$ cat config.mk
export PLATFORM = sky130hd
export DESIGN_NAME = event_sync_multi
export DESIGN_NICKNAME = d
export VERILOG_FILES = /design/src/rtl/event_sync_multi_pkg.sv /design/src/rtl/event_sync_multi_sync_chain.sv /design/src/rtl/event_sync_multi.sv
export SDC_FILE = /design/constraint.sdc
export NUM_CORES = 1
export LEC_CHECK = 0
export CAP_MARGIN = 15
export CORE_UTILIZATION = 40
export CTS_BUF_LIST = sky130_fd_sc_hd__clkbuf_16
export CTS_CLUSTER_SIZE = 30
export DETAILED_ROUTE_END_ITERATION = 10
export HOLD_SLACK_MARGIN = 0.02
export PLACE_DENSITY_LB_ADDON = 0.1
export SYNTH_ARGS = -nofsm -noshare
export SYNTH_HDL_FRONTEND = slang
export SYNTH_HIERARCHICAL = 1
export SYNTH_SLANG_ARGS = --single-unit
$ cat constraint.sdc
create_clock -name clk -period 2.1 [get_ports clk]
set_input_delay 0.525 -clock clk [delete_from_list [all_inputs] [get_ports clk]]
set_output_delay 0.525 -clock clk [all_outputs]
set_load 0.02 [all_outputs]
$ cat src/rtl/event_sync_multi_pkg.sv
// Shared synchroniser parameters.
//   SYNC_DEFAULT_STAGES        default flop count of each synchroniser chain
//   SYNC_DEFAULT_FILTER_CYCLES default stability filter length (0 = no filter)
//   SYNC_MIN_STAGES            smallest chain length accepted at elaboration
package event_sync_multi_pkg;

    localparam int unsigned SYNC_DEFAULT_STAGES        = 2;
    localparam int unsigned SYNC_DEFAULT_FILTER_CYCLES = 0;
    localparam int unsigned SYNC_MIN_STAGES            = 2;

endpackage

$ cat src/rtl/event_sync_multi_sync_chain.sv
// Plain multi-flop synchroniser chain. The only place metastable flops live,
// so CDC waivers can be scoped to this module.
// Ports:
//   clk    in   1      destination-domain clock
//   rst_n  in   1      asynchronous, active-low reset (flops go to RESET_LEVEL)
//   d      in   WIDTH  asynchronous input
//   q      out  WIDTH  synchronised output (last stage)
module event_sync_multi_sync_chain
    import event_sync_multi_pkg::*;
#(
    parameter int unsigned WIDTH       = 1,
    parameter int unsigned STAGES      = SYNC_DEFAULT_STAGES,
    parameter logic        RESET_LEVEL = 1'b0
) (
    input  logic             clk,
    input  logic             rst_n,
    input  logic [WIDTH-1:0] d,
    output logic [WIDTH-1:0] q
);

    if (STAGES < SYNC_MIN_STAGES) begin : g_bad_stages
        $error("event_sync_multi_sync_chain: STAGES must be at least %0d", SYNC_MIN_STAGES);
    end

    logic [WIDTH-1:0] stage_q [STAGES];

    always_ff @(posedge clk or negedge rst_n) begin
        if (!rst_n) begin
            for (int k = 0; k < int'(STAGES); k++) begin
                stage_q[k] <= {WIDTH{RESET_LEVEL}};
            end
        end else begin
            stage_q[0] <= d;
            for (int k = 1; k < int'(STAGES); k++) begin
                stage_q[k] <= stage_q[k-1];
            end
        end
    end

    assign q = stage_q[STAGES-1];

endmodule

$ cat src/rtl/event_sync_multi.sv
// Multi-channel synchroniser for asynchronous status/event lines. Each channel
// has its own synchroniser chain, optional stability filter, registered
// rise/fall pulse detection and a sticky event flag with per-channel clear.
// Ports:
//   clk         in   1       destination-domain clock
//   rst_n       in   1       asynchronous, active-low reset
//   async_in    in   NUM_CH  asynchronous inputs, one bit per channel
//   sticky_clr  in   NUM_CH  per-channel sticky clear (synchronous to clk)
//   level_out   out  NUM_CH  synchronised (and filtered) level
//   rise_pulse  out  NUM_CH  1-cycle pulse on level_out 0->1
//   fall_pulse  out  NUM_CH  1-cycle pulse on level_out 1->0
//   sticky      out  NUM_CH  set by a rise, held until sticky_clr
//   any_sticky  out  1       OR of all sticky flags
module event_sync_multi
    import event_sync_multi_pkg::*;
#(
    parameter int unsigned NUM_CH        = 4,
    parameter int unsigned SYNC_STAGES   = SYNC_DEFAULT_STAGES,
    parameter int unsigned FILTER_CYCLES = SYNC_DEFAULT_FILTER_CYCLES,
    parameter logic        RESET_LEVEL   = 1'b0
) (
    input  logic              clk,
    input  logic              rst_n,
    input  logic [NUM_CH-1:0] async_in,
    input  logic [NUM_CH-1:0] sticky_clr,
    output logic [NUM_CH-1:0] level_out,
    output logic [NUM_CH-1:0] rise_pulse,
    output logic [NUM_CH-1:0] fall_pulse,
    output logic [NUM_CH-1:0] sticky,
    output logic              any_sticky
);

    if (SYNC_STAGES < SYNC_MIN_STAGES) begin : g_bad_stages
        $error("event_sync_multi: SYNC_STAGES must be at least %0d", SYNC_MIN_STAGES);
    end
    if (NUM_CH < 1) begin : g_bad_num_ch
        $error("event_sync_multi: NUM_CH must be at least 1");
    end

    for (genvar i = 0; i < int'(NUM_CH); i++) begin : g_ch
        logic synced;
        logic level_d, level_q;
        logic rise_d;
        logic rise_q, fall_q, sticky_q;

        event_sync_multi_sync_chain #(
            .WIDTH       (1),
            .STAGES      (SYNC_STAGES),
            .RESET_LEVEL (RESET_LEVEL)
        ) u_sync_chain (
            .clk   (clk),
            .rst_n (rst_n),
            .d     (async_in[i]),
            .q     (synced)
        );

        if (FILTER_CYCLES == 0) begin : g_no_filter
            assign level_d = synced;
        end else begin : g_filter
            localparam int unsigned CW = $clog2(FILTER_CYCLES + 1);
            localparam logic [CW-1:0] CNT_LAST = CW'(FILTER_CYCLES - 1);

            logic [CW-1:0] cnt_d, cnt_q;

            // The first cycle of disagreement counts as cycle one, so the level
            // follows on the FILTER_CYCLES-th consecutive disagreeing cycle.
            always_comb begin
                level_d = level_q;
                cnt_d   = cnt_q;
                if (synced == level_q) begin
                    cnt_d = '0;
                end else if (cnt_q == CNT_LAST) begin
                    level_d = synced;
                    cnt_d   = '0;
                end else begin
                    cnt_d = cnt_q + CW'(1);
                end
            end

            always_ff @(posedge clk or negedge rst_n) begin
                if (!rst_n) begin
                    cnt_q <= '0;
                end else begin
                    cnt_q <= cnt_d;
                end
            end
        end

        // Pulses are computed from the next level so they line up with the
        // first cycle level_out shows its new value.
        assign rise_d = level_d & ~level_q;

        always_ff @(posedge clk or negedge rst_n) begin
            if (!rst_n) begin
                level_q  <= RESET_LEVEL;
                rise_q   <= 1'b0;
                fall_q   <= 1'b0;
                sticky_q <= 1'b0;
            end else begin
                level_q  <= level_d;
                rise_q   <= rise_d;
                fall_q   <= ~level_d & level_q;
                // A new rise wins over a clear in the same cycle.
                sticky_q <= (sticky_q & ~sticky_clr[i]) | rise_d;
            end
        end

        assign level_out[i]  = level_q;
        assign rise_pulse[i] = rise_q;
        assign fall_pulse[i] = fall_q;
        assign sticky[i]     = sticky_q;
    end

    assign any_sticky = |sticky;

endmodule

Fig. 1: run 1, cells coloured by class
Bar = 10 um.
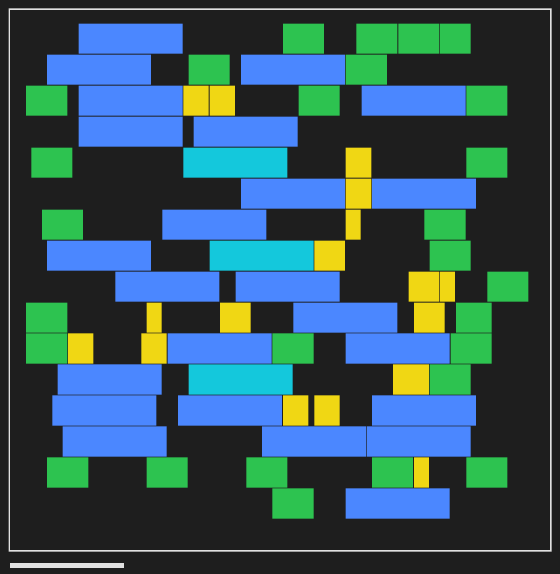
- other buffers and delay cells: green (cells 27; share of their area 25%)
- clock drivers: cyan (cells 3; share of their area 7.2%)
- flops: blue (cells 24; share of their area 57%)
- combinational and other logic: yellow (cells 17; share of their area 9.9%)
Placeable Area: 1942 um^2
# rows: 16

Fig. 2: run 1, routed clock nets over the placement
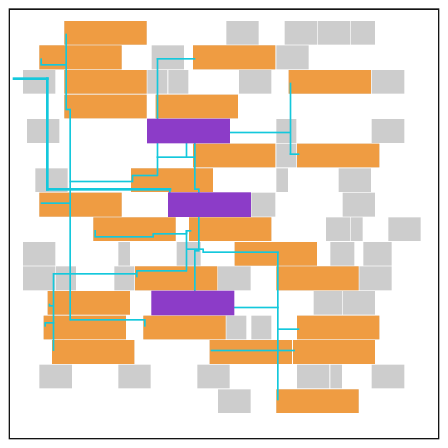
- flip-flops: orange (count 24)
- clock drivers: purple (count 3)
- clock wires: cyan (length 249 um)
- routed clock nets: 4
clk ins delay skew pair: 0.25 ns
Clk power: 0.000388 W
Post-Route Skew: 0.001977 ns
power share of the clock group: 0.390

Fig. 3: run 1, sizing map
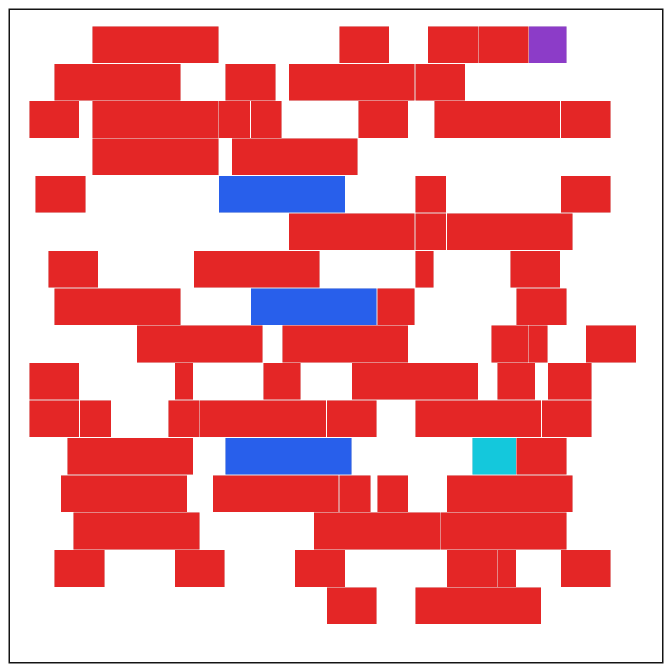
- _0 and _1 cells: red (cells 66; share 93%)
- _6 and larger: blue (cells 3; share 4.2%)
- _3 and _4 cells: purple (cells 1; share 1.4%)
- _2 cells: cyan (cells 1; share 1.4%)
Final WS setup: 0.1072 ns
Design Area, Final: 1080 um^2
Area Overhead vs Synth: 30.96%
bufs w/o clock: 27

Fig. 4: run 1, clock routing
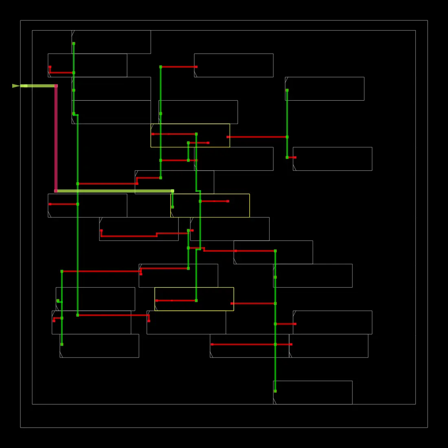
total CTS buffers: 3
clock buf count: 3
flop count: 24
Clock Sinks: 24

[run 1: registers in the layout, summed over array words and instances, names as in the netlist]
register and flops:
g_ch.rise_q 4, g_ch.u_sync_chain/q 4, g_ch.level_q 4, g_ch.fall_q 4, g_ch.u_sync_chain/stage_q 4, g_ch.sticky_q 4
[run 1: power by group]
part           switching [W]  internal [W]
clock               0.000137      0.000251
sequential         0.0000130      0.000489
combinational      0.0000492     0.0000574
total               0.000200      0.000798
[run 1: layout by cell type, fill, tap and decap left out]
cell type,count
clkbuf_16,3
dfrtp_1,24
buf_4,1
nor2b_1,8
clkdlybuf4s50_1,25
dlygate4sd2_1,1
a21o_1,3
a21o_2,1
or4_1,1
inv_1,4
[run 1: layout make-up]
class                           instances  area, um^2
Fill cell                             176       862.1
Sequential cell                        24       600.6
Timing Repair Buffer                   27       266.5
Multi-Input combinational cell         13       88.84
Clock buffer                            3       75.07
Tap cell                               27       33.78
Inverter                                4       15.01
[run 1: per-stage QoR]
stage	hold WS, ns	total power [W]	instance area, um^2
finish	0.3469	0.0009972	1080
global route	0.3573	0.001034	1080
CTS	0.3502	0.001011	1080
detailed placement	0.3380	0.0006212	1006
global placement	0.3318	0.0006182	1006
floorplan	0.2294	0.0005752	824.5
[run 1: cells by family after synthesis]
logic type,share of synthesized area
buf+inv,0.1639
flops,0.7284
compound gates,0.03794
simple gates,0.06981
[run 1: Yosys cell counts (all sizes together)]
library cell / number
dfrtp: 24
buf: 16
nor2b: 8
a21o: 4
inv: 4
or4: 1
[run 1: worst register-to-register path, stage by stage (launching register included)]
cell	delay, ns
dfrtp_1	0.38
nor2b_1	0.14
a21o_2	0.18
[run 1: layer usage]
metal  vias up  wire length, um
met4         0               12
met1       190              409
li1        189                -
met2        15              518
met3         2               66
met5         -                0
==> changes_impl.md, run 1 <==
### Implementation results

- Hold crit path type: flip-flop to flip-flop
- CP top delay family: simple AND/OR/NAND/NOR gates
- Post-CTS Setup Bufs: 0
- Slew Limit Fails: 0
- Worst setup SP type: flip-flop
- Outcome: finished, final reports clean
- PD cells: 923.5 nW/um^2
- Final WL: 1.007 mm
- Post-layout min period: 1.993 ns
- Starting Density: 0.4246
- Worst r2r path cells: 2
- Critical Path RT: 1.57 ns
- Share of post-route cells with drive strength above 1: 0.07042
- Log Warnings: 26
- Post-layout utilization of the core: 0.5561
- GR Layer Usage met1: 0.1130
- Syn nets: 67
- Ys flops: 24
- DR vias: 396
- Yosys Chip Area: 824.5 um^2
- Number of global-route vias before repair: 348
- Most Crowded Layer GR: met2
- CTS H-Tree Depth: 1
- Mapped Cells: 57
==> inputs of run 2 (changes only) <==
--- a/config.mk
+++ b/config.mk
@@ -5,8 +5,11 @@
 export SDC_FILE = /design/constraint.sdc
 export NUM_CORES = 1
 export LEC_CHECK = 0
+export ABC_CLOCK_PERIOD_IN_PS = 2100
 export CAP_MARGIN = 15
-export CORE_UTILIZATION = 40
+export CELL_PAD_IN_SITES_DETAIL_PLACEMENT = 1
+export CELL_PAD_IN_SITES_GLOBAL_PLACEMENT = 2
+export CORE_UTILIZATION = 31
 export CTS_BUF_LIST = sky130_fd_sc_hd__clkbuf_16
 export CTS_CLUSTER_SIZE = 30
 export DETAILED_ROUTE_END_ITERATION = 10
Fig. 5: run 2, the metal 1 layer
Supply wires on this layer in grey. Cells faint in the background.
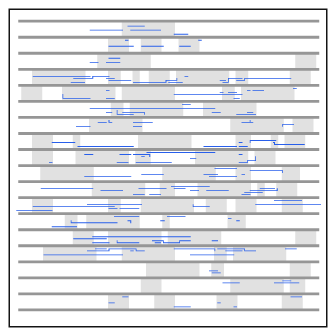
- share of all routed wire: 43%
- main direction: horizontal
- wire length on this layer: 473 um
final WL: 1.103 mm
DR vias: 413
GR Layer Usage met1: 0.1173

Fig. 6: run 2, routed clock nets over the placement
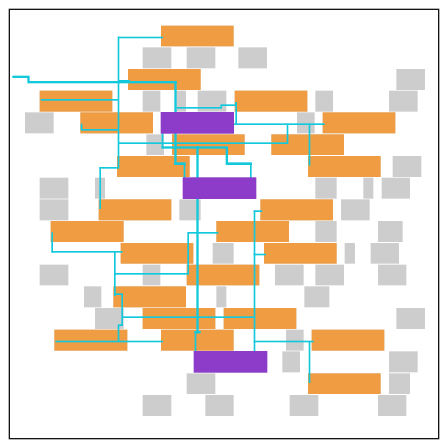
Post-Route Skew: 0.001139 ns
power share of the clock group: 0.396
Clk power: 0.000399 W

==> changes_impl.md, run 2 <==
### Implementation results

- Flip-flops with a built-in enable: 0 (unchanged)
- PD cells: 927.7 nW/um^2 (was 923.5 nW/um^2)
- Mapped Cells: 57 (unchanged)
- Max layer used: met4 (unchanged)
- Clk ins delay skew pair: 0.25 ns (about the same)
- Syn nets: 67 (unchanged)
- WL met1: 473 um (was 409 um)
- Outcome: finished, final reports clean (unchanged)
- Most common cell after layout, fill and taps aside: clkdlybuf4s50_1 (unchanged)
- Slew Limit Fails: 0 (unchanged)
- Most Crowded Layer GR: met2 (unchanged)
- CP top delay family: simple AND/OR/NAND/NOR gates (unchanged)
- Number of global-route vias before repair: 445 (was 348)
- Starting Density: 0.3298 (was 0.4246)
- Hold crit path type: flip-flop to flip-flop (unchanged)
- Yosys Chip Area: 824.5 um^2 (unchanged)
- Area Overhead vs Synth: 31.87% (was 30.96%)
- Ys flops: 24 (unchanged)
- Placeable Area: 2500 um^2 (was 1942 um^2)
- Worst setup SP type: flip-flop (unchanged)
- Post-layout min period: 2.003 ns (was 1.993 ns)
- # rows: 18 (was 16)
- Post-CTS Setup Bufs: 0 (unchanged)
- Top cells excl fill/tap: clkdlybuf4s50_1, dfrtp_1, nor2b_1 (unchanged)
- Share of post-route cells with drive strength above 1: 0.06944 (was 0.07042)
- Critical Path RT: 1.57 ns (about the same)
- WL met3: 105 um (was 66 um)
- Most frequent cell after synthesis: dfrtp_1 (unchanged)
- Commonest cells post-synth: dfrtp_1, buf_4, nor2b_1 (unchanged)
- Log Warnings: 26 (unchanged)
- Met2 routed WL: 492 um (was 518 um)
- Post-cts hold buffer count: 0 (unchanged)
- Leading post-synthesis cells by cell area: dfrtp_1, buf_4, nor2b_1 (unchanged)
- Clock Path Buffers: 2 (unchanged)
[run 2: cell counts after synthesis]
No cell type changed its count.
[run 2: power breakdown]
group	internal, W	switching (W)	total [W]
logic	0.0000574	0.0000497	0.000107
clock network	0.000254	0.000146	0.000399
registers	0.000489	0.0000130	0.000502
total	0.000800	0.000208	0.00101
[run 2: layout make-up]
cell class                 count  area [um^2]
sequential                    24        600.6
timing repair buffer          27        266.5
fill                         266         1413
clock inverter                 1        3.754
inverter                       4        15.01
multi-input combinational     13        88.84
clock buffer                   3        75.07
tap                           30        37.54
[run 2: cells by family after synthesis]
family                 after synthesis  synth area share
AND-OR/OR-AND                        4           0.03794
buffers and inverters               20            0.1639
flip-flops                          24            0.7284
AND/OR/NAND/NOR                      9           0.06981
[run 2: metrics by stage]
step                total power, W  instance area (um^2)  std cells  setup WS, ns    util
floorplan                0.0005752                 824.5         57        0.5783       -
global placement         0.0006194                  1010         98        0.1485  0.4039
detailed placement       0.0006215                  1010         98        0.1406  0.4039
CTS                       0.001025                  1087        102       0.08414  0.4349
global route              0.001059                  1087        102       0.04061  0.4349
finish                    0.001009                  1087        102       0.09734  0.4349
[run 2: final timing paths]
| check | start | end | cells past startpoint |
|---|---|---|---|
| hold reg to reg | g_ch[0].u_sync_chain/stage_q[1] | g_ch[0].u_sync_chain/q | 0 |
| setup reg to reg | g_ch[1].u_sync_chain/q | g_ch[1].sticky_q | 2 |
| min in group asynchronous | rst_n | g_ch[1].fall_q | 2 |
| max in group asynchronous | rst_n | g_ch[3].u_sync_chain/stage_q[1] | 2 |
| setup / recovery | g_ch[1].sticky_q | any_sticky | 2 |
| hold / removal | g_ch[0].u_sync_chain/stage_q[1] | g_ch[0].u_sync_chain/q | 0 |
==> inputs of run 3 (changes only) <==
--- a/config.mk
+++ b/config.mk
@@ -14,7 +14,7 @@
 export CTS_CLUSTER_SIZE = 30
 export DETAILED_ROUTE_END_ITERATION = 10
 export HOLD_SLACK_MARGIN = 0.02
-export PLACE_DENSITY_LB_ADDON = 0.1
+export PLACE_DENSITY = 0.91
 export SYNTH_ARGS = -nofsm -noshare
 export SYNTH_HDL_FRONTEND = slang
 export SYNTH_HIERARCHICAL = 1
Fig. 7: run 3, cells coloured by class
Bar = 20 um.
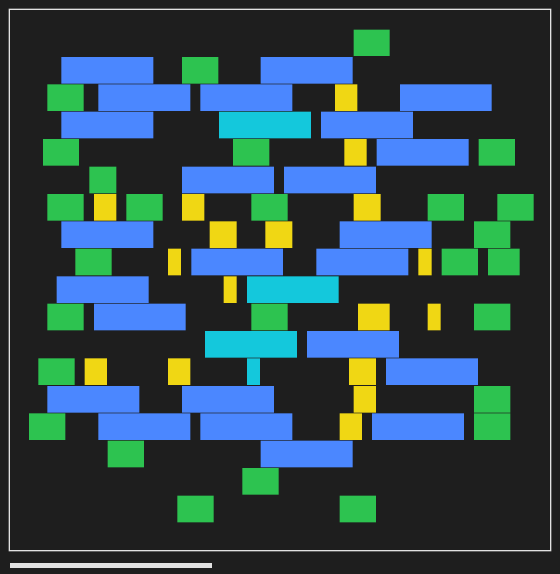
Design Area, Final: 1087 um^2
Placeable Area: 2500 um^2
post-layout utilization of the core: 0.4349
Seq/total area: 0.5524

Fig. 8: run 3, the metal 1 layer
Supply wires on this layer in grey. Cells faint in the background.
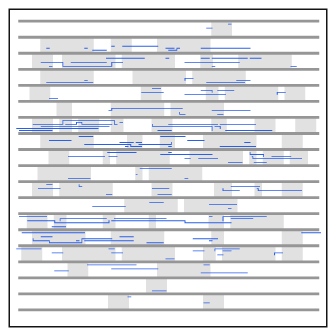
final WL: 1.232 mm
GR Layer Usage met1: 0.1382
DR vias: 416

==> changes_impl.md, run 3 <==
### Implementation results

- Comb power frac: 0.107 (was 0.106)
- Hold Path Sink: g_ch[1].u_sync_chain/q (was g_ch[0].u_sync_chain/q)
- Outcome: finished, final reports clean (unchanged)
- Max layer used: met4 (unchanged)
- Ys flops: 24 (unchanged)
- # rows: 18 (unchanged)
- Post-Route Skew: 0.001899 ns (was 0.001139 ns)
- Clock Path Buffers: 2 (unchanged)
- Final WS setup: 0.07187 ns (was 0.09734 ns)
- Worst setup SP type: flip-flop (unchanged)
- Internal: 0.0008002 W (was 0.0008004 W)
- WL met1: 529 um (was 473 um)
- Total CTS buffers: 3 (unchanged)
- Worst r2r src: g_ch[1].u_sync_chain/q (unchanged)
- Post-cts hold buffer count: 0 (unchanged)
- CTS H-Tree Depth: 1 (unchanged)
- Top cells excl fill/tap: clkdlybuf4s50_1, dfrtp_1, nor2b_1 (unchanged)
- Critical Path RT: 1.57 ns (about the same)
- Worst Setup SP: g_ch[1].sticky_q (unchanged)
- Number of global-route vias before repair: 422 (was 445)
- Starting Density: 0.3298 (unchanged)
- Worst R2R End: g_ch[1].sticky_q (unchanged)
- Post-layout min period: 2.028 ns (was 2.003 ns)
- Syn nets: 67 (unchanged)
- Critical hold path startpoint: g_ch[1].u_sync_chain/stage_q[1] (was g_ch[0].u_sync_chain/stage_q[1])
- WL met3: 80 um (was 105 um)
- Yosys Chip Area: 824.5 um^2 (unchanged)
- Critical path destination: any_sticky (unchanged)
- Leading post-synthesis cells by cell area: dfrtp_1, buf_4, nor2b_1 (unchanged)
- Clock Sinks: 24 (unchanged)
- Net Switching: 0.0002090 W (was 0.0002083 W)
- Hold depth: 0 (unchanged)
- Most common cell after layout, fill and taps aside: clkdlybuf4s50_1 (unchanged)
- Commonest cells post-synth: dfrtp_1, buf_4, nor2b_1 (unchanged)
run 3: cell counts after synthesis:
No cell type changed its count.
run 3: per-layer routing:
metal	GRT usage	vias up
li1	-	187
met1	0.1382	204
met2	0.1563	21
met3	0.01977	4
met4	0.07895	0
met5	0	-
run 3: logic make-up (layout without fill, tap and decap cells):
group,count (synthesis),in the layout,synth area share
AND-OR/OR-AND,4,4,0.03794
buffers and inverters,20,35,0.1639
flip-flops,24,24,0.7284
AND/OR/NAND/NOR,9,9,0.06981
run 3: area by class of cell:
| type | count | area, um^2 |
|---|---|---|
| fillers | 263 | 1413 |
| repair buffers | 27 | 266.5 |
| clock buffers | 3 | 75.07 |
| flip-flops and latches | 24 | 600.6 |
| well taps | 30 | 37.54 |
| clock inverters | 1 | 3.754 |
| inverters | 4 | 15.01 |
| multi-input cells | 13 | 88.84 |
run 3: through the flow:
stage | cells | util | area (um^2)
floorplan | 57 | - | 824.5
global placement | 98 | 0.4039 | 1010
detailed placement | 98 | 0.4039 | 1010
CTS | 102 | 0.4349 | 1087
global route | 102 | 0.4349 | 1087
finish | 102 | 0.4349 | 1087
run 3: worst max-delay path, stage by stage, from the launching register on:
cell and delay, ns:
dfrtp_1 0.39, or4_1 0.53, dlygate4sd2_1 0.34
run 3: repair_timing:
item                       4_1_cts  5_1_grt
setup endpoints to repair        1        0
resized                          1        0
setup buffers                    0        0
run 3: power groups by stage:
stage          sequential (W)  combinational, W  clock (W)
6_report             0.000503          0.000108   0.000398
5_1_grt              0.000506          0.000117   0.000431
4_1_cts              0.000504          0.000111   0.000409
3_5_place_dp         0.000512          0.000111          0
3_3_place_gp         0.000509          0.000110          0
2_1_floorplan        0.000507         0.0000681          0
Power is estimated from default activity; no workload was simulated.
